Fig. 1: run 1, clock routing
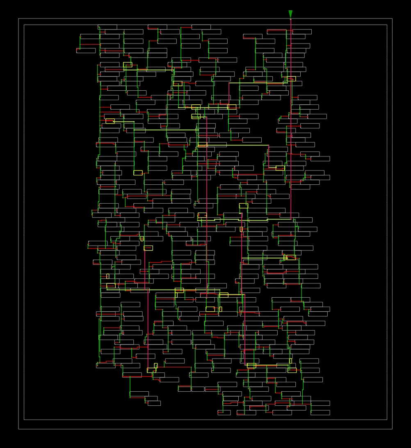
Fig. 2: run 1, wiring by layer
Scale: 2 px per um.
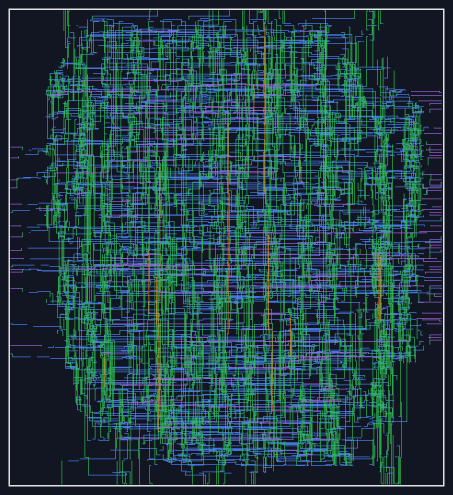
Fig. 3: run 1, clock distribution
Scale: 1 px per um.
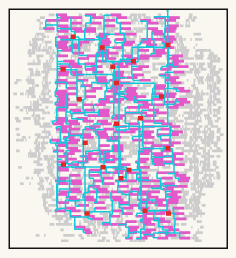
Fig. 4: run 1, power grid
Scale: 1.5 px per um. Pins as bars on the die edge.
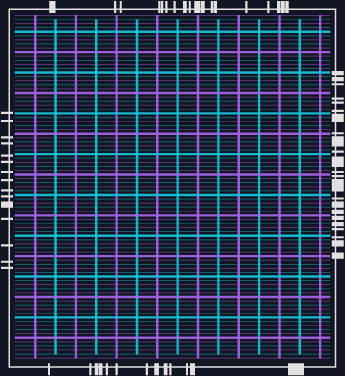
==> src/rtl/winograd_wt_stream.sv <==
// Streaming Winograd F(2x2,3x3) weight transform U = G*g*G^T.
// Kernel columns come in, transformed rows go out, through a ping-pong intermediate bank.
module winograd_wt_stream #(
    parameter int DW = 16,
    localparam int OW = DW + 2
) (
    input  logic                 clk,
    input  logic                 rst,
    input  logic                 in_valid,
    output logic                 in_ready,
    input  logic signed [DW-1:0] in_c0,
    input  logic signed [DW-1:0] in_c1,
    input  logic signed [DW-1:0] in_c2,
    output logic                 out_valid,
    input  logic                 out_ready,
    output logic signed [OW-1:0] out_u0,
    output logic signed [OW-1:0] out_u1,
    output logic signed [OW-1:0] out_u2,
    output logic signed [OW-1:0] out_u3,
    output logic                 out_last
);

    // G applied to one kernel column; DW+2 bits of headroom, DW+1 bits kept.
    function automatic logic signed [DW:0] col_tf(
        input logic signed [DW-1:0] a,
        input logic signed [DW-1:0] b,
        input logic signed [DW-1:0] c,
        input logic [1:0]           k
    );
        logic signed [DW+1:0] ea;
        logic signed [DW+1:0] eb;
        logic signed [DW+1:0] ec;
        logic signed [DW+1:0] s;
        ea = {{2{a[DW-1]}}, a};
        eb = {{2{b[DW-1]}}, b};
        ec = {{2{c[DW-1]}}, c};
        case (k)
            2'd0:    s = ea;
            2'd1:    s = (ea + eb + ec) >>> 1;
            2'd2:    s = (ea - eb + ec) >>> 1;
            2'd3:    s = ec;
            default: s = ea;
        endcase
        return (DW+1)'(s);
    endfunction

    // G applied to one intermediate row; DW+3 bits of headroom, OW bits kept.
    function automatic logic signed [OW-1:0] row_tf(
        input logic signed [DW:0] a,
        input logic signed [DW:0] b,
        input logic signed [DW:0] c,
        input logic [1:0]         k
    );
        logic signed [DW+2:0] ea;
        logic signed [DW+2:0] eb;
        logic signed [DW+2:0] ec;
        logic signed [DW+2:0] s;
        ea = {{2{a[DW]}}, a};
        eb = {{2{b[DW]}}, b};
        ec = {{2{c[DW]}}, c};
        case (k)
            2'd0:    s = ea;
            2'd1:    s = (ea + eb + ec) >>> 1;
            2'd2:    s = (ea - eb + ec) >>> 1;
            2'd3:    s = ec;
            default: s = ea;
        endcase
        return OW'(s);
    endfunction

    logic signed [DW:0] bank_r [2][4][3];
    logic [1:0]         full_r;
    logic               wr_ptr_r;
    logic               rd_ptr_r;
    logic [1:0]         col_r;
    logic [1:0]         row_r;

    logic               in_fire_s;
    logic               out_fire_s;
    logic signed [DW:0] r0_s;
    logic signed [DW:0] r1_s;
    logic signed [DW:0] r2_s;

    // The two fire conditions always target different banks, so set and clear never collide.
    assign in_ready   = ~full_r[wr_ptr_r];
    assign out_valid  = full_r[rd_ptr_r];
    assign in_fire_s  = in_valid & in_ready;
    assign out_fire_s = out_valid & out_ready;

    assign r0_s = bank_r[rd_ptr_r][row_r][2'd0];
    assign r1_s = bank_r[rd_ptr_r][row_r][2'd1];
    assign r2_s = bank_r[rd_ptr_r][row_r][2'd2];

    // Output row is derived purely from held state, so it stays put while stalled.
    assign out_u0   = row_tf(r0_s, r1_s, r2_s, 2'd0);
    assign out_u1   = row_tf(r0_s, r1_s, r2_s, 2'd1);
    assign out_u2   = row_tf(r0_s, r1_s, r2_s, 2'd2);
    assign out_u3   = row_tf(r0_s, r1_s, r2_s, 2'd3);
    assign out_last = full_r[rd_ptr_r] & (row_r == 2'd3);

    // Bank writes, full flags, pointers and the two independent counters.
    always_ff @(posedge clk) begin
        if (rst) begin
            for (int b = 0; b < 2; b++) begin
                for (int k = 0; k < 4; k++) begin
                    for (int j = 0; j < 3; j++) begin
                        bank_r[b][k][j] <= '0;
                    end
                end
            end
            full_r   <= 2'b00;
            wr_ptr_r <= 1'b0;
            rd_ptr_r <= 1'b0;
            col_r    <= 2'd0;
            row_r    <= 2'd0;
        end else begin
            if (in_fire_s) begin
                bank_r[wr_ptr_r][0][col_r] <= col_tf(in_c0, in_c1, in_c2, 2'd0);
                bank_r[wr_ptr_r][1][col_r] <= col_tf(in_c0, in_c1, in_c2, 2'd1);
                bank_r[wr_ptr_r][2][col_r] <= col_tf(in_c0, in_c1, in_c2, 2'd2);
                bank_r[wr_ptr_r][3][col_r] <= col_tf(in_c0, in_c1, in_c2, 2'd3);
                if (col_r == 2'd2) begin
                    col_r            <= 2'd0;
                    full_r[wr_ptr_r] <= 1'b1;
                    wr_ptr_r         <= ~wr_ptr_r;
                end else begin
                    col_r <= col_r + 2'd1;
                end
            end
            if (out_fire_s) begin
                if (row_r == 2'd3) begin
                    row_r            <= 2'd0;
                    full_r[rd_ptr_r] <= 1'b0;
                    rd_ptr_r         <= ~rd_ptr_r;
                end else begin
                    row_r <= row_r + 2'd1;
                end
            end
        end
    end

endmodule

==> config.mk <==
export PLATFORM = sky130hd
export DESIGN_NAME = winograd_wt_stream
export DESIGN_NICKNAME = d
export VERILOG_FILES = /design/src/rtl/winograd_wt_stream.sv
export SDC_FILE = /design/constraint.sdc
export NUM_CORES = 1
export LEC_CHECK = 0
export CAP_MARGIN = 25
export CORE_ASPECT_RATIO = 1.1
export CORE_MARGIN = 3
export CORE_UTILIZATION = 45
export CTS_BUF_LIST = sky130_fd_sc_hd__clkbuf_8
export CTS_CLUSTER_DIAMETER = 120
export CTS_CLUSTER_SIZE = 24
export DETAILED_ROUTE_END_ITERATION = 8
export GPL_TIMING_DRIVEN = 1
export HOLD_SLACK_MARGIN = 0.08
export PLACE_DENSITY = 0.6
export SYNTH_ARGS = -nofsm -noshare
export SYNTH_HDL_FRONTEND = slang
export SYNTH_SLANG_ARGS = --single-unit
==> constraint.sdc <==
create_clock -name clk -period 5.6 [get_ports clk]
set_input_delay 0.56 -clock clk [delete_from_list [all_inputs] [get_ports clk]]
set_output_delay 0.56 -clock clk [all_outputs]
set_load 0.005 [all_outputs]
==> impl_metrics.env, run 1 <==
# physical design summary
export IMPL_p_comb_w=0.00215
export IMPL_fin_ws_ns=0.0205
export IMPL_final_cells=2495
export IMPL_dieArea_um2=51400
export IMPL_fin_total_pwr_w=0.00701
export IMPL_nonClockBufferCount=218
export IMPL_sh_comb_area_pct=36.2
export IMPL_grt_usage_pct=22.4
export IMPL_grt_pass1_vias=14100
export IMPL_p_per_area_nw_per_um2=274
export IMPL_top_usage_layer="met2"
export IMPL_cts_root_buf="clkbuf_8"
export IMPL_cp_buffers_inverters=5
export IMPL_avgViaCountPerCell=5.52
export IMPL_final_max_slew_violation_count=0
export IMPL_maxPowerGroup="sequential cells"
export IMPL_period_used_pct=99.6
export IMPL_peakVddDrop_mv=0.130
export IMPL_clk_pin_slew_ns=0.15
export IMPL_cts_hold_fix_buffers=0
export IMPL_critical_path_top_delay_family="buffers and inverters"
export IMPL_numSynthFlops=405
export IMPL_finalClockSkew_ns=0.0303
export IMPL_placed_area_um2=24300
export IMPL_clk_share_pct=1.25
export IMPL_postSynthSeqShare_pct=55.0
export IMPL_fin_tns_setup_ns=0
export IMPL_logic_area_um2=9290
export IMPL_max_slew_margin_pct=24.7
export IMPL_initial_core_util_pct=45.7
export IMPL_synth_cell_types=73
export IMPL_crit_slowest_cell="mux4_2"
export IMPL_cts_path_max_buffers=3
export IMPL_fillers=4089
export IMPL_inv_count=217
export IMPL_area_growth_pct=16.8
export IMPL_finalWirelength_um=58200
export IMPL_drc_errors=0
export IMPL_slowest_delay_ns=0.56
export IMPL_coreArea_um2=48000
export IMPL_power_sequential_w=0.00365
export IMPL_fmax_mhz=179
export IMPL_tightestPinTransition_ns=1.11
export IMPL_seq_cell_share_pct=47.2
export IMPL_postLayoutCoreUtil_pct=53.3
export IMPL_p_leak_nw=10.0
export IMPL_antenna_cells=1
export IMPL_ys_area_um2=21900
export IMPL_hold_worst_slack_ns=0.583
export IMPL_min_period_ns=5.58
export IMPL_cts_tree="yes"
export IMPL_top_area_cell="edfxtp_1"
export IMPL_finalHoldViolCount=0
export IMPL_synth_async_reset_ratio_pct=0
export IMPL_status="complete, no violations"
export IMPL_arrival_ns=5.02
export IMPL_p_seq_share_pct=52.1
export IMPL_holdCritPathClass="register to register"
export IMPL_wl_per_cell_um=23.3
export IMPL_cts_buffers=20
export IMPL_htreeDepth=1
export IMPL_logic_gates=980
export IMPL_die_h_um=238
export IMPL_taps=645
export IMPL_endpoint_kind="output port"
export IMPL_edf_count=396
export IMPL_overflow=0
export IMPL_adder_share_pct=10.1
export IMPL_p_comb_share_pct=30.6
export IMPL_largestClassByArea="registers"
export IMPL_ff_type="edfxtp_1"
export IMPL_critical_path_class="register to output port"
export IMPL_met2_usage_pct=37.6
export IMPL_met3_usage_pct=1.99
export IMPL_crit_required_ns=5.04
export IMPL_routed_top_layer="met4"
export IMPL_grt_pass1_wl_um=86500
export IMPL_vias=13800
export IMPL_cts_resized=66
export IMPL_cp_cell_sequence="buf_4 -> buf_12 -> buf_16 -> mux4_2 -> mux2i_4 -> fa_1 -> ha_4 -> and4_4 -> nand4_1 -> nor4_4 -> buf_4 -> nor4_4 -> o21bai_1 -> a21oi_1 -> xnor2_1 -> clkdlybuf4s50_1"
export IMPL_post_cts_buffers=23
export IMPL_die_w_um=216
export IMPL_place_gp_congestion=0.850
export IMPL_ys_sh_xor_pct=1.95
export IMPL_place_ws_ns=0.213
export IMPL_netlist_logic_family_top="multiplexers"
export IMPL_dr_wl_met3_um=3700
export IMPL_ys_warn_count=0
export IMPL_power_internal_w=0.00487
export IMPL_synth_most_common_cell="edfxtp_1"
export IMPL_p_sw_w=0.00214
export IMPL_routedLengthMet1_um=25400
export IMPL_synthCells=1664
export IMPL_setup_violations=0
export IMPL_yosys_top_cells_area="edfxtp_1, mux4_2, fa_1, nor2_1, ha_1"
export IMPL_final_area_um2=25600
export IMPL_ys_sh_aoi_pct=6.02
export IMPL_dr_wl_met2_um=28300
export IMPL_yosys_cells=1664
export IMPL_top_cells_by_count="edfxtp_1, nor2_1, inv_1"
export IMPL_simple_gate_area_share_pct=9.50
export IMPL_tool_warnings=61
export IMPL_buf_share_pct=9.02
export IMPL_drive_gt1_share_pct=18.1
export IMPL_drt_initial_drc_count=1248
export IMPL_synth_area_um2=21900
export IMPL_seq_area_um2=12100
export IMPL_maxCapViolCount=0
export IMPL_first_pass_iters=5
export IMPL_nNetsFinal=2031
export IMPL_start_kind="register"
export IMPL_antenna_found_initial=1
export IMPL_syn_area_per_cell_um2=13.2
export IMPL_grt_setup_unrepaired="yes"
export IMPL_dpl_cell_count=2429
export IMPL_hpwlAfterDp_um=40100
export IMPL_muxShareOfSynthArea_pct=12.2
export IMPL_top_cell_area_share_pct=54.2
export IMPL_io_pins=127
export IMPL_p_sw_share_pct=30.5
export IMPL_port_buffers=126
export IMPL_gr_usage_met1_pct=32.7
export IMPL_row_count=84
export IMPL_critical_path_peak_fanout=12
export IMPL_clkPwrFrac_pct=17.3
export IMPL_synth_nets=1853
export IMPL_grt_start_max_net_pins=64
export IMPL_ant_nets=0
About Fig. 1:
Late-Pin Clk Latency: 0.60 ns
Clk power: 0.00121 W
FFs & Latches: 405
Sink Count: 405
# clk buffers: 21

About Fig. 2:
green -> met2  # wire length 28.3 mm
purple -> met3  # wire length 3700 um
blue -> met1  # wire length 25.4 mm
orange -> met4  # wire length 743 um

About Fig. 3:
magenta -> flip-flops  # count 405
cyan -> clock wires  # length 4210 um
red -> cells driving clock nets  # count 20
routed clock nets = 21

About Fig. 4:
purple -> VSS
cyan -> VDD
met4 straps = 15
rows = 84
met1 rails = 85

-- run 1: worst min-delay path, stage by stage, from the launching register on --
cell and delay (ns):
dfxtp_1 0.38, a21oi_1 0.12, nor3_1 0.06
-- run 1: path summary, 6_finish.rpt --
check | slack (ns) | startpoint | end | depth (start not counted)
max | 0.02 | register | out_u2[14] | 16
min | 0.58 | full_r[0]$_SDFF_PP0_ | full_r[0]$_SDFF_PP0_ | 2
max reg2reg | 1.90 | wr_ptr_r$_SDFFE_PP0P_ | bank_r[0][33]$_DFFE_PP_ | 7
min reg2reg | 0.58 | full_r[0]$_SDFF_PP0_ | full_r[0]$_SDFF_PP0_ | 2
-- run 1: cells in the final DEF, fill, tap and decap left out, drive strengths merged, types with 10 or more instances in the layout --
| master | synthesis | layout |
|---|---|---|
| buf | 31 | 89 |
| nand2 | 31 | 31 |
| o21bai | 11 | 11 |
| ha | 71 | 71 |
| and2 | 31 | 31 |
| nor2b | 10 | 10 |
| mux4 | 88 | 88 |
| fa | 66 | 66 |
| clkdlybuf4s50 | 0 | 118 |
| a211oi | 10 | 10 |
| mux2i | 64 | 64 |
| xnor2 | 34 | 34 |
| edfxtp | 396 | 396 |
| nand3 | 10 | 10 |
| a21oi | 53 | 53 |
| nor2 | 294 | 294 |
| xor2 | 13 | 13 |
| clkbuf | 31 | 22 |
| nand2b | 14 | 14 |
| o21ai | 34 | 34 |
| nor3 | 28 | 28 |
| inv | 216 | 223 |
| a21o | 21 | 21 |
| o21a | 16 | 16 |
-- run 1: sequential cells by signal, indices dropped and copies added, names as in the netlist, named ones only --
register,count
bank_r,396
col_r,2
full_r,2
rd_ptr_r,1
row_r,2
wr_ptr_r,1
==> run 2: changes to the inputs <==
Settings changed: TNS_END_PERCENT from default to 20.
Clock period 5.6 ns to 5.7 ns, I/O delays scaled along.
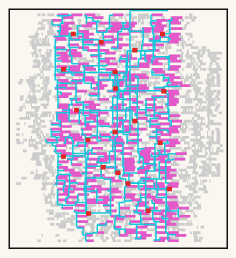
Fig. 5. Clock distribution (run 2).
Scale: 1 px per um.
Fin Clk Skew: 0.0235 ns
Clk pwr share: 17.6%
Clk power: 0.00120 W

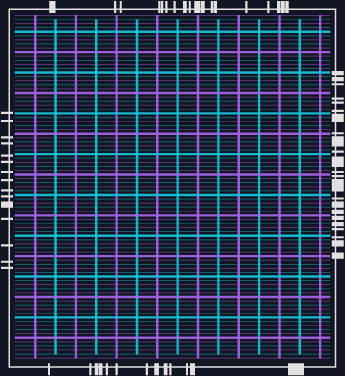
Fig. 6. Power grid (run 2).
Scale: 1.5 px per um. Pins as bars on the die edge.
die width: 216 um
core area: 48000 um2

==> run 2 against run 1 <==
Global-route usage shrank 0.86 points. Routed wire length down 4.5%. Clock-buffer cell count unchanged. Critical path depth unchanged. Clock power about the same.
==> impl_metrics.env, run 2 <==
# physical design summary
export IMPL_edf_count=396
export IMPL_critical_path_class="register to output port"
export IMPL_numSynthFlops=405
export IMPL_dpl_cell_count=2433
export IMPL_place_gp_congestion=0.809
export IMPL_fin_ws_ns=0.119
export IMPL_holdCritPathClass="register to register"
export IMPL_cts_root_buf="clkbuf_8"
export IMPL_synth_nets=1853
export IMPL_initial_core_util_pct=45.7
export IMPL_post_cts_buffers=6
export IMPL_fillers=4172
export IMPL_p_leak_nw=9.76
export IMPL_grt_usage_pct=21.5
export IMPL_hpwlAfterDp_um=38600
export IMPL_first_pass_iters=5
export IMPL_top_cell_area_share_pct=54.2
export IMPL_crit_slowest_cell="mux4_2"
export IMPL_yosys_cells=1664
export IMPL_cts_path_max_buffers=3
export IMPL_finalHoldViolCount=0
export IMPL_wl_per_cell_um=22.4
export IMPL_logic_area_um2=9000
export IMPL_period_used_pct=97.9
export IMPL_ys_sh_aoi_pct=6.02
export IMPL_htreeDepth=1
export IMPL_ant_nets=0
export IMPL_place_ws_ns=0.272
export IMPL_hold_worst_slack_ns=0.573
export IMPL_synth_async_reset_ratio_pct=0
export IMPL_top_area_cell="edfxtp_1"
export IMPL_top_cells_by_count="edfxtp_1, nor2_1, inv_1"
export IMPL_simple_gate_area_share_pct=9.50
export IMPL_peakVddDrop_mv=0.141
export IMPL_largest_register_ffs=396
export IMPL_avgViaCountPerCell=5.48
export IMPL_row_count=84
export IMPL_cp_cell_sequence="buf_12 -> buf_12 -> mux4_2 -> mux2i_1 -> buf_4 -> fa_1 -> inv_1 -> ha_1 -> nor2b_2 -> o2111ai_2 -> o21ai_2 -> o41ai_4 -> o31ai_4 -> o41ai_2 -> xnor2_1 -> clkdlybuf4s50_1"
export IMPL_cts_tree="yes"
export IMPL_layout_top_cells="edfxtp_1, nor2_1, inv_1"
export IMPL_vias=13600
export IMPL_drt_initial_drc_count=1288
export IMPL_min_period_ns=5.58
export IMPL_synth_cell_types=73
export IMPL_fmax_mhz=179
export IMPL_synth_area_um2=21900
export IMPL_final_cells=2475
export IMPL_maxCapViolCount=0
export IMPL_ff_type="edfxtp_1"
export IMPL_muxShareOfSynthArea_pct=12.2
export IMPL_critical_path_peak_fanout=12
export IMPL_drc_errors=0
export IMPL_status="complete, no violations"
export IMPL_hold_start="rd_ptr_r$_SDFFE_PP0P_"
export IMPL_ys_sh_xor_pct=1.95
export IMPL_slowest_delay_ns=0.54
export IMPL_synthCells=1664
export IMPL_drive_gt1_share_pct=15.4
export IMPL_cts_hold_fix_buffers=0
export IMPL_nNetsFinal=2012
export IMPL_clk_latency_ns=0.60
export IMPL_regMostFlops="bank_r"
export IMPL_setup_violations=0
export IMPL_finalWirelength_um=55500
export IMPL_cts_resized=12
export IMPL_postSynthSeqShare_pct=55.0
export IMPL_ys_area_um2=21900
export IMPL_antenna_found_initial=1
export IMPL_endpoint_kind="output port"
export IMPL_start_kind="register"
export IMPL_grt_setup_unrepaired="yes"
export IMPL_p_per_area_nw_per_um2=273
export IMPL_tightestPinTransition_ns=1.02
export IMPL_syn_area_per_cell_um2=13.2
export IMPL_crit_required_ns=5.13
export IMPL_grt_start_max_net_pins=64
export IMPL_area_growth_pct=14.1
export IMPL_cts_num_sinks=405
export IMPL_grt_pass1_wl_um=84200
export IMPL_arrival_ns=5.01
export IMPL_lay_top_count="edfxtp_1"
export IMPL_tool_warnings=59
export IMPL_yosys_top_cells_area="edfxtp_1, mux4_2, fa_1, nor2_1, ha_1"
export IMPL_max_slew_margin_pct=31.2
export IMPL_io_pins=127
export IMPL_dieArea_um2=51400
export IMPL_netlist_logic_family_top="multiplexers"
export IMPL_final_max_slew_violation_count=0
export IMPL_ys_warn_count=0
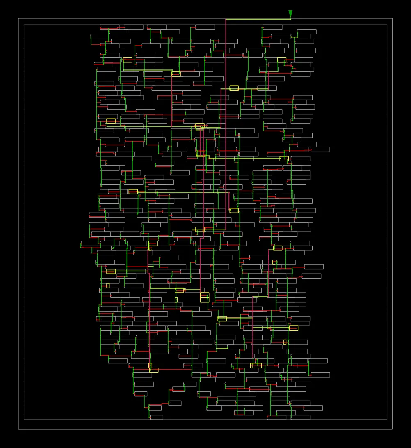
Fig. 7. Clock routing (run 2).
CTS Buf Count: 20

-- run 2: cell counts after synthesis --
Identical to the previous run, type by type.
-- run 2: cell type report --
class	count	area share, %
Sequential cell	405	48.3
Tap cell	645	3.23
Clock buffer	21	1.15
Antenna cell	1	0.0100
Inverter	217	3.25
Timing Repair Buffer	199	8.01
Multi-Input combinational cell	980	36.0
Clock inverter	7	0.110
-- run 2: per-layer routing --
metal	wire [um]	share of wire, %	up-vias	global-route usage [%]
li1	-	-	6196	-
met3	3200	5.8	42	2.06
met4	684	1.2	0	4.12
met1	24900	45	6939	31.9
met5	0	0	-	0
met2	26700	48	394	35.3
-- run 2: power breakdown --
group	switching, W	internal, W
sequential	0.0000595	0.00352
combinational	0.00116	0.000896
clock	0.000857	0.000344
-- run 2: final timing paths --
check	endpoint	slack, ns	cells after the start
max	out_u1[14]	0.12	16
min	full_r[0]$_SDFF_PP0_	0.57	2
max reg2reg	bank_r[0][176]$_SDFFCE_PN0P_	2.02	7
min reg2reg	full_r[0]$_SDFF_PP0_	0.57	2
-- run 2: stage by stage --
| stage | total power (W) | setup TNS [ns] | cell area (um2) | util (%) |
|---|---|---|---|---|
| 6_report | 0.00684 | 0 | 25000 | 52.1 |
| 5_1_grt | 0.00718 | -0.263 | 25000 | 52.1 |
| 4_1_cts | 0.00682 | -0.0255 | 24700 | 51.4 |
| 3_5_place_dp | 0.00565 | 0 | 24200 | 50.5 |
| 3_3_place_gp | 0.00562 | 0 | 24200 | 50.4 |
| 2_1_floorplan | 0.00481 | 0 | 21900 | - |
-- run 2: worst max-delay path: cells and delay by family, from the launching register on --
family | cells | cell delay [ns]
fa+ha+maj | 2 | 0.71
compound gates | 5 | 1.14
buf+inv | 5 | 1.08
flops | 1 | 0.41
mux | 2 | 0.73
simple gates | 1 | 0.18
xor+xnor | 1 | 0.15
No activity file was given, so power comes from the tool's default toggle rates.
